### src/rtl/neighbor_exchange_receiver.sv
`default_nettype none
// ============================================================================
// Module   : neighbor_exchange_receiver
// Brief    : Receive endpoint of the neighbor halo exchange. Per-link FIFOs with
//            registered clear-to-send, round-robin drain into the output buffer.
//            Optional macro NEIGHBOR_RX_COUNT_EN adds the rx_count output.
// Revision : 1.0
// ============================================================================
module neighbor_exchange_receiver #(
   parameter  int TILE_SIZE      = 128,
   parameter  int NEIGHBOR_COUNT = 8,
   parameter  int FIFO_DEPTH     = 4,
   parameter  int VALUE_WIDTH    = 8,
   localparam int RCW            = $clog2(TILE_SIZE),
   localparam int SRC_W          = $clog2(NEIGHBOR_COUNT)
) (
   input  logic                                       clk,
   input  logic                                       reset,
   input  logic                                       exchange_start,
   input  logic [NEIGHBOR_COUNT-1:0][VALUE_WIDTH-1:0] neighbor_input_value,
   input  logic [NEIGHBOR_COUNT-1:0][RCW-1:0]         neighbor_input_row,
   input  logic [NEIGHBOR_COUNT-1:0][RCW-1:0]         neighbor_input_column,
   input  logic [NEIGHBOR_COUNT-1:0]                  neighbor_input_write_enable,
   input  logic [NEIGHBOR_COUNT-1:0]                  neighbor_exchange_done,
   output logic [NEIGHBOR_COUNT-1:0]                  neighbor_cts,
   output logic [RCW-1:0]                             out_row,
   output logic [RCW-1:0]                             out_column,
   output logic [VALUE_WIDTH-1:0]                     out_value,
   output logic [SRC_W-1:0]                           out_source,
   output logic                                       out_write_enable,
   output logic                                       exchange_complete,
   output logic                                       busy,
   output logic                                       overflow_error
`ifdef NEIGHBOR_RX_COUNT_EN
   ,
   output logic [15:0]                                rx_count
`endif
);

   localparam int c_ptr_w   = $clog2(FIFO_DEPTH);
   localparam int c_cnt_w   = c_ptr_w + 1;
   localparam int c_entry_w = VALUE_WIDTH + 2 * RCW;
   localparam logic [c_cnt_w-1:0] c_depth     = c_cnt_w'(FIFO_DEPTH);
   localparam logic [c_cnt_w-1:0] c_cts_limit = c_cnt_w'(FIFO_DEPTH - 2);
   localparam logic [SRC_W-1:0]   c_last_src  = SRC_W'(NEIGHBOR_COUNT - 1);
   localparam logic [SRC_W:0]     c_count_ext = (SRC_W + 1)'(NEIGHBOR_COUNT);

   typedef enum logic [1:0] {
      ST_IDLE    = 2'd0,
      ST_RECEIVE = 2'd1,
      ST_DRAIN   = 2'd2
   } state_t;

   state_t                                   r_state;
   state_t                                   w_state_next;
   logic [NEIGHBOR_COUNT-1:0]                r_done;
   logic [NEIGHBOR_COUNT-1:0]                w_done_next;
   logic [NEIGHBOR_COUNT-1:0]                r_cts;
   logic [NEIGHBOR_COUNT-1:0]                w_cts_next;
   logic [NEIGHBOR_COUNT-1:0]                w_push;
   logic [NEIGHBOR_COUNT-1:0]                w_drop;
   logic [NEIGHBOR_COUNT-1:0]                w_pop;
   logic [NEIGHBOR_COUNT-1:0]                w_nonempty;
   logic [NEIGHBOR_COUNT-1:0]                w_full;
   logic [NEIGHBOR_COUNT-1:0][c_cnt_w-1:0]   w_count;
   logic [NEIGHBOR_COUNT-1:0][c_cnt_w-1:0]   w_count_next;
   logic [NEIGHBOR_COUNT-1:0][c_entry_w-1:0] w_head;
   logic [SRC_W-1:0]                         r_ptr;
   logic [SRC_W-1:0]                         w_ptr_next;
   logic [SRC_W-1:0]                         w_grant;
   logic                                     w_grant_valid;
   logic [SRC_W:0]                           w_idx;
   logic [c_entry_w-1:0]                     w_out_entry;
   logic                                     w_active;
   logic                                     w_enter_receive;
   logic                                     w_all_empty;
   logic                                     w_complete_next;

   logic [RCW-1:0]         r_out_row;
   logic [RCW-1:0]         r_out_column;
   logic [VALUE_WIDTH-1:0] r_out_value;
   logic [SRC_W-1:0]       r_out_source;
   logic                   r_out_we;
   logic                   r_complete;
   logic                   r_busy;
   logic                   r_overflow;

   assign w_active        = (r_state != ST_IDLE);
   assign w_enter_receive = (r_state == ST_IDLE) && exchange_start;
   assign w_all_empty     = ~|w_nonempty;

   generate
      for (genvar i = 0; i < NEIGHBOR_COUNT; i++) begin : g_link
         logic [c_entry_w-1:0] r_mem [FIFO_DEPTH];
         logic [c_cnt_w-1:0]   r_wr;
         logic [c_cnt_w-1:0]   r_rd;

         // Pointers carry one extra wrap bit so full and empty are distinguishable.
         assign w_count[i]      = r_wr - r_rd;
         assign w_nonempty[i]   = (w_count[i] != '0);
         assign w_full[i]       = (w_count[i] == c_depth);
         assign w_push[i]       = w_active && neighbor_input_write_enable[i] && !w_full[i];
         assign w_drop[i]       = neighbor_input_write_enable[i] && (!w_active || w_full[i]);
         assign w_pop[i]        = w_grant_valid && (w_grant == SRC_W'(i));
         assign w_head[i]       = r_mem[r_rd[c_ptr_w-1:0]];
         assign w_count_next[i] = w_count[i] + c_cnt_w'(w_push[i]) - c_cnt_w'(w_pop[i]);

         always_ff @(posedge clk) begin
            if (reset) begin
               r_wr <= '0;
               r_rd <= '0;
            end else begin
               if (w_push[i]) r_wr <= r_wr + c_cnt_w'(1);
               if (w_pop[i])  r_rd <= r_rd + c_cnt_w'(1);
            end
         end

         always_ff @(posedge clk) begin
            if (w_push[i]) begin
               r_mem[r_wr[c_ptr_w-1:0]] <= {neighbor_input_value[i],
                                            neighbor_input_row[i],
                                            neighbor_input_column[i]};
            end
         end
      end
   endgenerate

   // Scan from the round-robin pointer upward, wrapping; first non-empty link wins.
   always_comb begin
      w_grant       = '0;
      w_grant_valid = 1'b0;
      w_idx         = '0;
      for (int k = 0; k < NEIGHBOR_COUNT; k++) begin
         w_idx = {1'b0, r_ptr} + (SRC_W + 1)'(k);
         if (w_idx >= c_count_ext) w_idx = w_idx - c_count_ext;
         if (!w_grant_valid && w_active && w_nonempty[w_idx[SRC_W-1:0]]) begin
            w_grant_valid = 1'b1;
            w_grant       = w_idx[SRC_W-1:0];
         end
      end
   end

   assign w_ptr_next  = (w_grant == c_last_src) ? '0 : w_grant + SRC_W'(1);
   assign w_out_entry = w_head[w_grant];

   always_comb begin
      w_done_next = r_done;
      if (w_enter_receive)  w_done_next = '0;
      else if (w_active)    w_done_next = r_done | neighbor_exchange_done;
   end

   always_comb begin
      w_state_next = r_state;
      case (r_state)
         ST_IDLE:    if (exchange_start) w_state_next = ST_RECEIVE;
         ST_RECEIVE: if (&r_done)        w_state_next = ST_DRAIN;
         // A push landing on the exit cycle would be stranded, so it holds DRAIN.
         ST_DRAIN:   if (w_all_empty && !r_out_we && !(|w_push)) w_state_next = ST_IDLE;
         default:    w_state_next = ST_IDLE;
      endcase
   end

   assign w_complete_next = (r_state == ST_DRAIN) && (w_state_next == ST_IDLE);

   always_comb begin
      w_cts_next = '0;
      for (int k = 0; k < NEIGHBOR_COUNT; k++) begin
         w_cts_next[k] = (w_state_next != ST_IDLE) && !w_done_next[k] &&
                         (w_count_next[k] <= c_cts_limit);
      end
   end

   always_ff @(posedge clk) begin
      if (reset) begin
         r_state      <= ST_IDLE;
         r_done       <= '0;
         r_cts        <= '0;
         r_ptr        <= '0;
         r_out_row    <= '0;
         r_out_column <= '0;
         r_out_value  <= '0;
         r_out_source <= '0;
         r_out_we     <= 1'b0;
         r_complete   <= 1'b0;
         r_busy       <= 1'b0;
         r_overflow   <= 1'b0;
      end else begin
         r_state    <= w_state_next;
         r_done     <= w_done_next;
         r_cts      <= w_cts_next;
         r_busy     <= (w_state_next != ST_IDLE);
         r_complete <= w_complete_next;
         r_overflow <= r_overflow | (|w_drop);
         r_out_we   <= w_grant_valid;
         if (w_grant_valid) begin
            r_ptr        <= w_ptr_next;
            r_out_value  <= w_out_entry[c_entry_w-1 -: VALUE_WIDTH];
            r_out_row    <= w_out_entry[2*RCW-1 -: RCW];
            r_out_column <= w_out_entry[RCW-1:0];
            r_out_source <= w_grant;
         end
      end
   end

`ifdef NEIGHBOR_RX_COUNT_EN
   logic [15:0] r_rx_count;
   logic [16:0] w_rx_sum;

   always_comb begin
      w_rx_sum = {1'b0, r_rx_count};
      for (int k = 0; k < NEIGHBOR_COUNT; k++) begin
         w_rx_sum = w_rx_sum + 17'(w_push[k]);
      end
   end

   always_ff @(posedge clk) begin
      if (reset || w_enter_receive) r_rx_count <= '0;
      else                          r_rx_count <= w_rx_sum[16] ? 16'hFFFF : w_rx_sum[15:0];
   end

   assign rx_count = r_rx_count;
`endif

   assign neighbor_cts      = r_cts;
   assign out_row           = r_out_row;
   assign out_column        = r_out_column;
   assign out_value         = r_out_value;
   assign out_source        = r_out_source;
   assign out_write_enable  = r_out_we;
   assign exchange_complete = r_complete;
   assign busy              = r_busy;
   assign overflow_error    = r_overflow;

endmodule
`default_nettype wire
### config.mk
export PLATFORM = sky130hd
export DESIGN_NAME = neighbor_exchange_receiver
export DESIGN_NICKNAME = d
export VERILOG_FILES = /design/src/rtl/neighbor_exchange_receiver.sv
export SDC_FILE = /design/constraint.sdc
export NUM_CORES = 1
export LEC_CHECK = 0
export CAP_MARGIN = 20
export CELL_PAD_IN_SITES_DETAIL_PLACEMENT = 0
export CELL_PAD_IN_SITES_GLOBAL_PLACEMENT = 1
export CORE_MARGIN = 2
export CORE_UTILIZATION = 55
export DETAILED_ROUTE_END_ITERATION = 7
export GPL_TIMING_DRIVEN = 0
export HOLD_SLACK_MARGIN = 0.03
export PLACE_DENSITY = 0.87
export SYNTH_ARGS = -nofsm -noshare
export SYNTH_HDL_FRONTEND = slang
export SYNTH_SLANG_ARGS = --single-unit
### constraint.sdc
create_clock -name clk -period 14.05 [get_ports clk]
set_clock_uncertainty 0.15 [all_clocks]
set_input_delay 2.81 -clock clk [delete_from_list [all_inputs] [get_ports clk]]
set_output_delay 2.81 -clock clk [all_outputs]
set_load 0.1 [all_outputs]
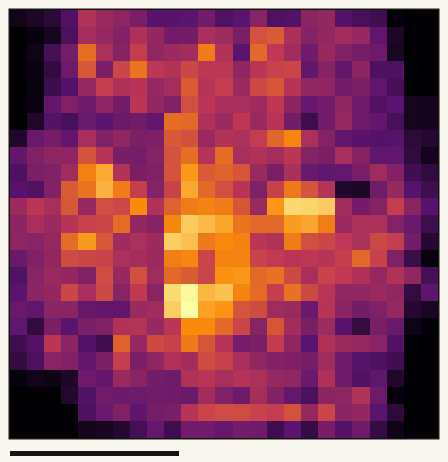
Fig. 1. Routed metal per tile (run 1).
Scale bar: 100 um. 25 x 25 tiles, from black (low) to pale yellow (high), scaled to the fullest tile. Values are wire area over tile area, all layers added.
nearly empty tiles = 6.7%
densest ninth of the die = centre
mean over tiles = 0.22
detailed-route via count: 19,100
drt total wl: 87.0 mm
Overall Global Routing Usage: 27.7%

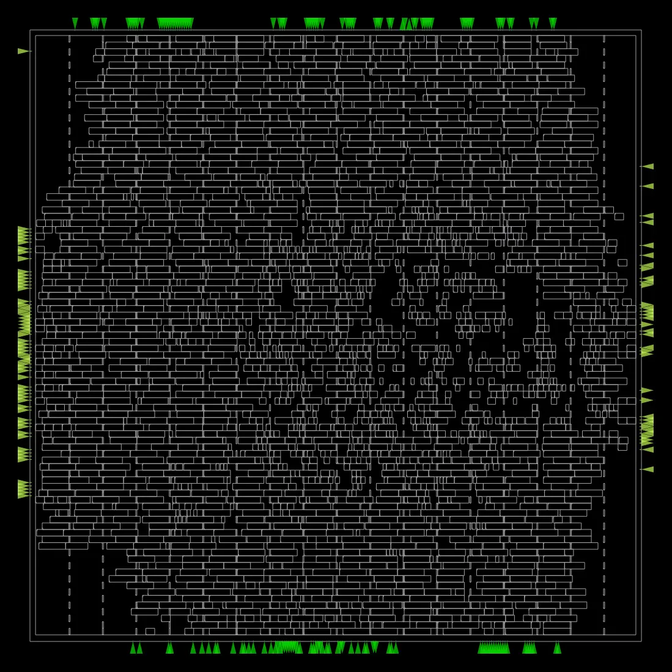
Fig. 2. Placement view (run 1).
Filler Cells Inserted: 3,978
Rows: 91
Non-Filler Instances: 3,087
core area: 61,400 um2
tap cells: 790

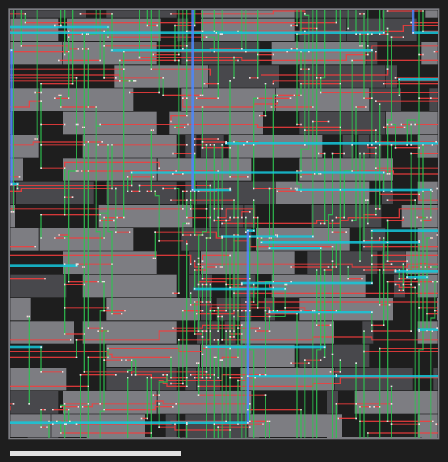
Fig. 3. Zoomed window (run 1).
Scale bar: 20 um. Window x 38 to 88, y 38 to 88 um. Cells in grey, sequential cells in the stronger grey; small squares are vias.
green -> M2
cyan -> M3
red -> M1
blue -> M4
cells with their middle in the window = 91
netlist names of flops here include = `g_link.r_mem` (40)
sequential cells in the window = 40
most frequent = edfxtp_1 (40), nand2_1 (16), mux4_2 (9)

==> impl_metrics.csv, run 1 <==
group,metric,value,unit
drt,vias_per_cell,6.17,
clocking,cts_made_buffers,79,
drt,ant_nets,0,
critical_path,crit_path_cell_trace,"inv_1 > clkbuf_1 > ha_1 > clkbuf_1 > nand3_1 > o32ai_1 > mux2i_1 > a211oi_2 > o21ai_1 > a221oi_2 > nand2_2 > nand2_4 > buf_4 > buf_4 > nand3_2 > inv_1 > ha_1 > inv_1 > ha_1 > inv_1 > fa_1 > xnor2_1 > xnor2_1 > nor3_1",
drt,drt_iter0_drc,1809,
die,die_h,253,um
global_routing,grt_pass1_vias,19300,
synthesis,top_area_share,62.2,%
clocking,cts_setup_buffers,0,
critical_path,crit_type,"flip-flop to flip-flop",
synthesis,ff_type,"edfxtp_1",
finish,final_layout_size_suffix_gt1_share,18.1,%
synthesis,synth_cell_types,87,
synthesis,ys_cells,1889,
critical_path,max_stage_delay,550,ps
critical_path,r2r-start,"r_ptr[0]",
synthesis,async_flop_share,0,%
critical_path,cp-end-kind,"flip-flop",
synthesis,numSynthFlops,818,
synthesis,edf_count,704,
die,die_w,253,um
clocking,cts_tree,"yes",
clocking,clockRootBuffer,"clkbuf_16",
critical_path,crit_family,"buffers and inverters",
power_and_ir_drop,peakVddDrop,0.000150,V
place,placedInstanceArea,38000,um2
critical_path,crit_end,"neighbor_cts[5]",
critical_path,crit_cells,24,
critical_path,critPathArrivalTime,7320,ps
clocking,cts_sinks,818,
power_and_ir_drop,power,8.20,mW
critical_path,worstPathMaxFanout,10,
global_routing,overflow,0,
synthesis,ys_seq_share,68.9,%
clocking,cts.repair.resized,0,
timing,drv_slew,0,
synthesis,avgSynthCellArea,18.0,um2
run,warnings,51,
synthesis,yosysTopAreaCell,"edfxtp_1",
critical_path,r2r_cells,24,
timing,finalSetupViolCount,0,
synthesis,syn_area,34000,um2
drt,dr.pass1.iters,5,
finish,stdcell_area,40600,um2
timing,min_period,7020,ps
global_routing,grt_pass1_wl,127,mm
drt,wl_per_cell,28.2,um
timing,final-hold-violation-count,0,
place,dp_hpwl,63.1,mm
synthesis,syn_nets,2166,
finish,nets,2510,
power_and_ir_drop,power_density,202,nW/um2
critical_path,cp_num_buf_inv,8,
drt,route.detailed.drc,0,
global_routing,grt_max_degree,23,
critical_path,crit_start,"r_ptr[0]",
timing,worst_pin_slew,1160,ps
place,post-place-ws,7170,ps
synthesis,synthTopCellsByArea,"edfxtp_1 (62%), mux4_2 (12%), dfxtp_1 (6.7%)",
timing,fmax,142,MHz
critical_path,r2r_slack,7030,ps
power_and_ir_drop,p_leak,13.7,nW
clocking,hold_buffers,0,
critical_path,cp.required,14350,ps
clocking,clockBufferDepth,3,
clocking,clk_latency,640,ps
synthesis,syn_inst,1889,
timing,rsz0062_at_grt,"false",
critical_path,start_kind,"flip-flop",
place,globalplace.congestion,0.952,
synthesis,yosysWarnings,0,
finish,area_growth,19.6,%
run,maxCapViolations,0,
critical_path,r2r_end,"neighbor_cts[5]",
die,chipArea,63800,um2
timing,fin_ws,7030,ps
min_path,hold_class,"flip-flop to flip-flop",
global_routing,antenna_found_initial,4,
min_path,min_path_cells,2,
place,port_buffers,231,
timing,tns,0,ps
status,outcome,"complete, no violations",
clocking,htree_num_levels,3,
die,initCoreUtil,55.4,%
[run 1: worst reg2reg max path: cells and delay by family, from the launching register on]
family                     cells  cell delay [ps]
AOI/OAI and AO/OA              4             1450
xor gates and xnor gates       2              520
adders and majority gates      4             1220
buffers and inverters          8             1720
DFF                            1              530
muxes                          1              320
and+or+nand+nor                5              920
[run 1: sequential cells by signal (all words and copies together), names as in the netlist, 3 cells and up, named ones only]
register	flops
r_done	8
g_link.r_mem	704
r_ptr	3
neighbor_cts	8
out_value	8
out_column	7
out_source	3
g_link.r_rd	24
g_link.r_wr	24
out_row	7
[run 1: routing by layer]
metal  vias up  wire, um  GRT usage (%)
met4         4      3320           11.3
met3       131      6620           4.52
met5         -        27              0
li1       8239         -              -
met2       844     41700           43.9
met1      9834     35400           38.7
[run 1: Yosys cell counts, types with 4 or more instances]
cell	number
a211oi_1	5
a21o_1	10
a21oi_1	22
a22oi_1	11
a2bb2oi_1	5
a31oi_1	10
and2_1	14
and3_1	43
buf_2	12
buf_4	8
buf_6	5
clkbuf_1	67
dfxtp_1	114
edfxtp_1	704
fa_1	16
ha_1	66
inv_1	64
mux2_2	34
mux2i_1	75
mux4_2	177
nand2_1	54
nand2b_1	10
nand3_1	27
nand3b_1	7
nand4_1	7
nor2_1	74
nor2_2	5
nor2b_1	8
nor3_1	35
nor3b_1	4
o211ai_1	10
o21a_1	6
o21ai_0	20
o221ai_1	18
o22ai_1	12
o32ai_1	7
xnor2_1	34
xor2_1	14
xor3_1	4
xor3_2	4
[run 1: final cells by class]
cell class	count	area, um2
Timing Repair Buffer	263	3140
Sequential cell	818	23400
Buffer	93	432
Multi-Input combinational cell	914	9880
Tap cell	790	988
Antenna cell	2	5.00
Clock inverter	42	413
Clock buffer	101	2110
Inverter	64	240
Fill cell	3978	20700
[run 1: cell usage in the layout (no fill, tap or decap), drive strengths merged, types with 5 or more instances in the layout]
cell and instances:
a21o 10, nand3 28, mux4 177, and2 16
o221ai 18, clkdlybuf4s50 231, clkinvlp 7, xor2 14
ha 66, edfxtp 704, nand2 56, nand4 7
nor2b 8, fa 16, clkinv 27, clkbuf 168
xor3 8, buf 58, dfxtp 114, o32ai 8
and3 43, nand3b 7, o22ai 12, o21ai 23
nor3 37, a211oi 6, o211ai 10, a22oi 11
a31oi 11, nor2 79, o21a 6, mux2 35
xnor2 34, mux2i 75, a2bb2oi 5, nand2b 10
a21oi 22, bufinv 5, inv 67
[run 1: per-stage QoR]
stage	cells	utilization, %
finish	3087	66.2
global route	3087	66.2
CTS	3082	66.1
detailed placement	2939	62.0
global placement	2910	60.7
floorplan	1889	-
[run 1: logic make-up (layout without fill, tap and decap cells)]
family                   count (synthesis)  count (layout)  synth area share [%]
AND-OR/OR-AND                          172             172                  3.75
XOR/XNOR                                57              57                  1.88
adder cells (fa/ha/maj)                 82              82                  3.37
buffers and inverters                  157             563                  1.98
flip-flops                             818             818                  68.9
multiplexers                           287             287                  15.1
other                                    0               2                     0
AND/OR/NAND/NOR                        316             316                  4.96
[run 1: power by group]
part / internal (mW) / leakage [nW] / switching, mW
Clock: 1.17 / 1.22 / 0.902
Sequential: 2.76 / 7.30 / 0.0820
Combinational: 1.23 / 5.14 / 2.05
Fig. 4: run 1, cells coloured by class
Fill, decap, tap and diode cells in grey.
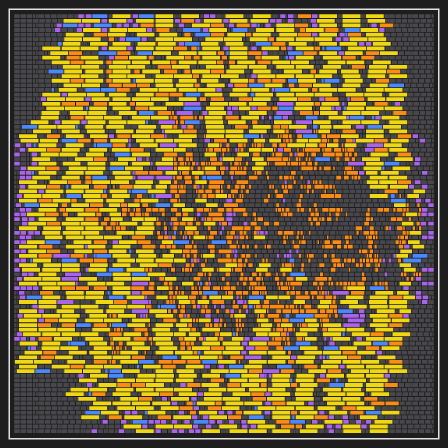

==> run 2: changes to the inputs <==
- CORE_UTILIZATION: 55 -> 51
- PLACE_DENSITY: 0.87 -> 0.82
- clock period: 14.05 -> 6.5 ns (I/O delays scaled with it)
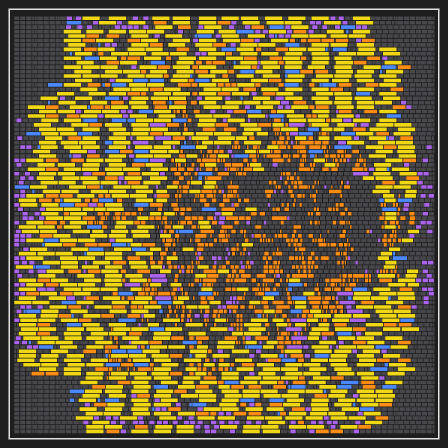
Fig. 5. Cells coloured by class (run 2).
Fill, decap, tap and diode cells in grey.
blue -> clock drivers and dummy loads  # cells 155
purple -> remaining buffers and delay cells  # cells 358
orange -> remaining logic cells  # cells 978
yellow -> registers  # cells 818
Rows: 94
design area: 40,900 um2
Final Core Density: 62.1%
core area: 65,900 um2
Seq/total area: 57.3%

==> run 2 against run 1 <==
Effect of this change:
- die size is 7.7% higher
- synthesized cell count stayed put
- clock power is 130% higher
- highest routed layer unchanged
==> impl_metrics.csv, run 2 <==
group,metric,value,unit
synthesis,logic_family,"multiplexers",
clocking,cts_sinks,818,
synthesis,avgSynthCellArea,18.0,um2
clocking,cts_tree,"yes",
finish,largest_reg_flops,704,
die,die_w,262,um
drt,ant_nets,0,
clocking,htree_num_levels,3,
power_and_ir_drop,pwr-share-seq,34.0,%
power_and_ir_drop,netSwitchingPower,6.67,mW
drt,wirelength,87.7,mm
place,globalplace.congestion,0.938,
timing,min_period,6170,ps
clocking,clockBufferDepth,3,
synthesis,top_area_share,62.2,%
synthesis,edf_count,704,
timing,final-hold-violation-count,0,
power_and_ir_drop,power,18.1,mW
power_and_ir_drop,swShare,36.9,%
global_routing,grt_usage,25.8,%
timing,worst_pin_slew,1070,ps
power_and_ir_drop,combPwrFrac,40.0,%
critical_path,cp.required,6810,ps
critical_path,crit_path_cell_trace,"inv_1 > ha_1 > fa_1 > nand2_1 > nor2_2 > o22ai_1 > or4_1 > nor3b_2 > nand4b_1 > buf_4 > a31oi_4 > nor2_1 > and3_1 > clkbuf_1 > ha_1 > inv_1 > ha_1 > inv_1 > fa_1 > xor2_1 > xnor2_1 > nor3_1",
power_and_ir_drop,power_density,442,nW/um2
timing,fmax,162,MHz
clocking,clockRootBuffer,"clkbuf_16",
drt,dr.pass1.iters,5,
critical_path,r2r_cells,22,
die,initCoreUtil,51.6,%
run,warnings,51,
clocking,clk_latency,640,ps
drt,route.detailed.drc,0,
status,outcome,"complete, no violations",
global_routing,overflow,0,
synthesis,async_flop_share,0,%
critical_path,start_kind,"flip-flop",
critical_path,crit_cells,22,
global_routing,grt_pass1_wl,127,mm
drt,vias,19000,
clocking,hold_buffers,0,
critical_path,r2r-start,"g_link[5].r_wr[0]",
global_routing,grt_pass1_vias,19100,
synthesis,synth_cell_types,87,
finish,nets,2517,
synthesis,yosysWarnings,0,
global_routing,antenna_found_initial,5,
timing,drv_slew,0,
die,chipArea,68700,um2
synthesis,common_cells,"edfxtp_1 (704), mux4_2 (177), dfxtp_1 (114)",
finish,area_growth,20.3,%
critical_path,crit_type,"flip-flop to flip-flop",
critical_path,cp-end-kind,"flip-flop",
finish,instances_no_fill,3174,
place,placedCellCount,3016,
synthesis,yosys.area_share.xor_xnor,1.88,%
min_path,hold_class,"flip-flop to flip-flop",
critical_path,r2r_slack,330,ps
drt,vias_per_cell,6.00,
critical_path,crit_start,"g_link[5].r_wr[0]",
die,die_h,262,um
run,maxCapViolations,0,
timing,tns,0,ps
## run 2: worst min-delay path by stage
stage,from,to,depth (start not counted)
finish,out_source[1],out_source[1],2
global route,out_source[2],out_source[2],2
CTS,out_source[2],out_source[2],2
detailed placement,out_source[2],out_source[2],2
global placement,out_source[2],out_source[2],2
floorplan,g_link[4].r_rd[2],g_link[4].r_rd[2],2
## run 2: logic make-up (layout without fill, tap and decap cells)
| group | count (synthesis) | after routing |
|---|---|---|
| buf+inv | 157 | 577 |
| flops | 818 | 818 |
| other cells | 0 | 1 |
| fa+ha+maj | 82 | 82 |
| xor+xnor | 57 | 57 |
| compound gates | 172 | 172 |
| mux | 287 | 287 |
| simple gates | 316 | 316 |
## run 2: power groups by stage
stage | Sequential (mW) | Combinational, mW | Clock, mW
after floorplan | 6.64 | 4.19 | 0
after global placement | 6.25 | 6.91 | 0
after detailed placement | 6.25 | 6.98 | 0
after CTS | 6.15 | 7.07 | 4.78
after global routing | 6.16 | 7.57 | 5.00
final | 6.14 | 7.23 | 4.70
## run 2: worst min-delay path: stages, from the launching register on
cell and delay (ps):
dfxtp_1 310, nand2_1 50, a21oi_1 60
## run 2: area by class of cell
type / count / area, um2
flip-flops and latches: 818 / 23400
plain buffers: 93 / 437
fillers: 4671 / 25000
clock inverters: 41 / 382
multi-input cells: 914 / 9960
well taps: 864 / 1080
clock buffers: 114 / 2320
repair buffers: 265 / 3030
diodes: 1 / 2.50
inverters: 64 / 240
## run 2: routing by layer
layer / wire (um) / global-route usage (%) / vias up / share of wire, %
met1: 36200 / 36.0 / 9927 / 41
li1: - / - / 8246 / -
met4: 3730 / 11.2 / 4 / 4.3
met5: 31 / 0 / - / 0.035
met2: 41800 / 40.2 / 728 / 48
met3: 5980 / 4.60 / 134 / 6.8
## run 2: what timing repair did
action	in CTS	in global routing
gates resized	4	14
endpoints found under the hold margin	0	0
pin swaps	0	2
setup buffers	0	2
setup endpoints to repair	5	7
## run 2: metrics by stage
step	cell area (um2)	worst slack, ps
floorplan	34000	1570
CTS	40800	16.8
global placement	37400	-288
global route	40900	-1.86
detailed placement	38100	-234
finish	40900	325
Power and IR drop assume default switching activity.
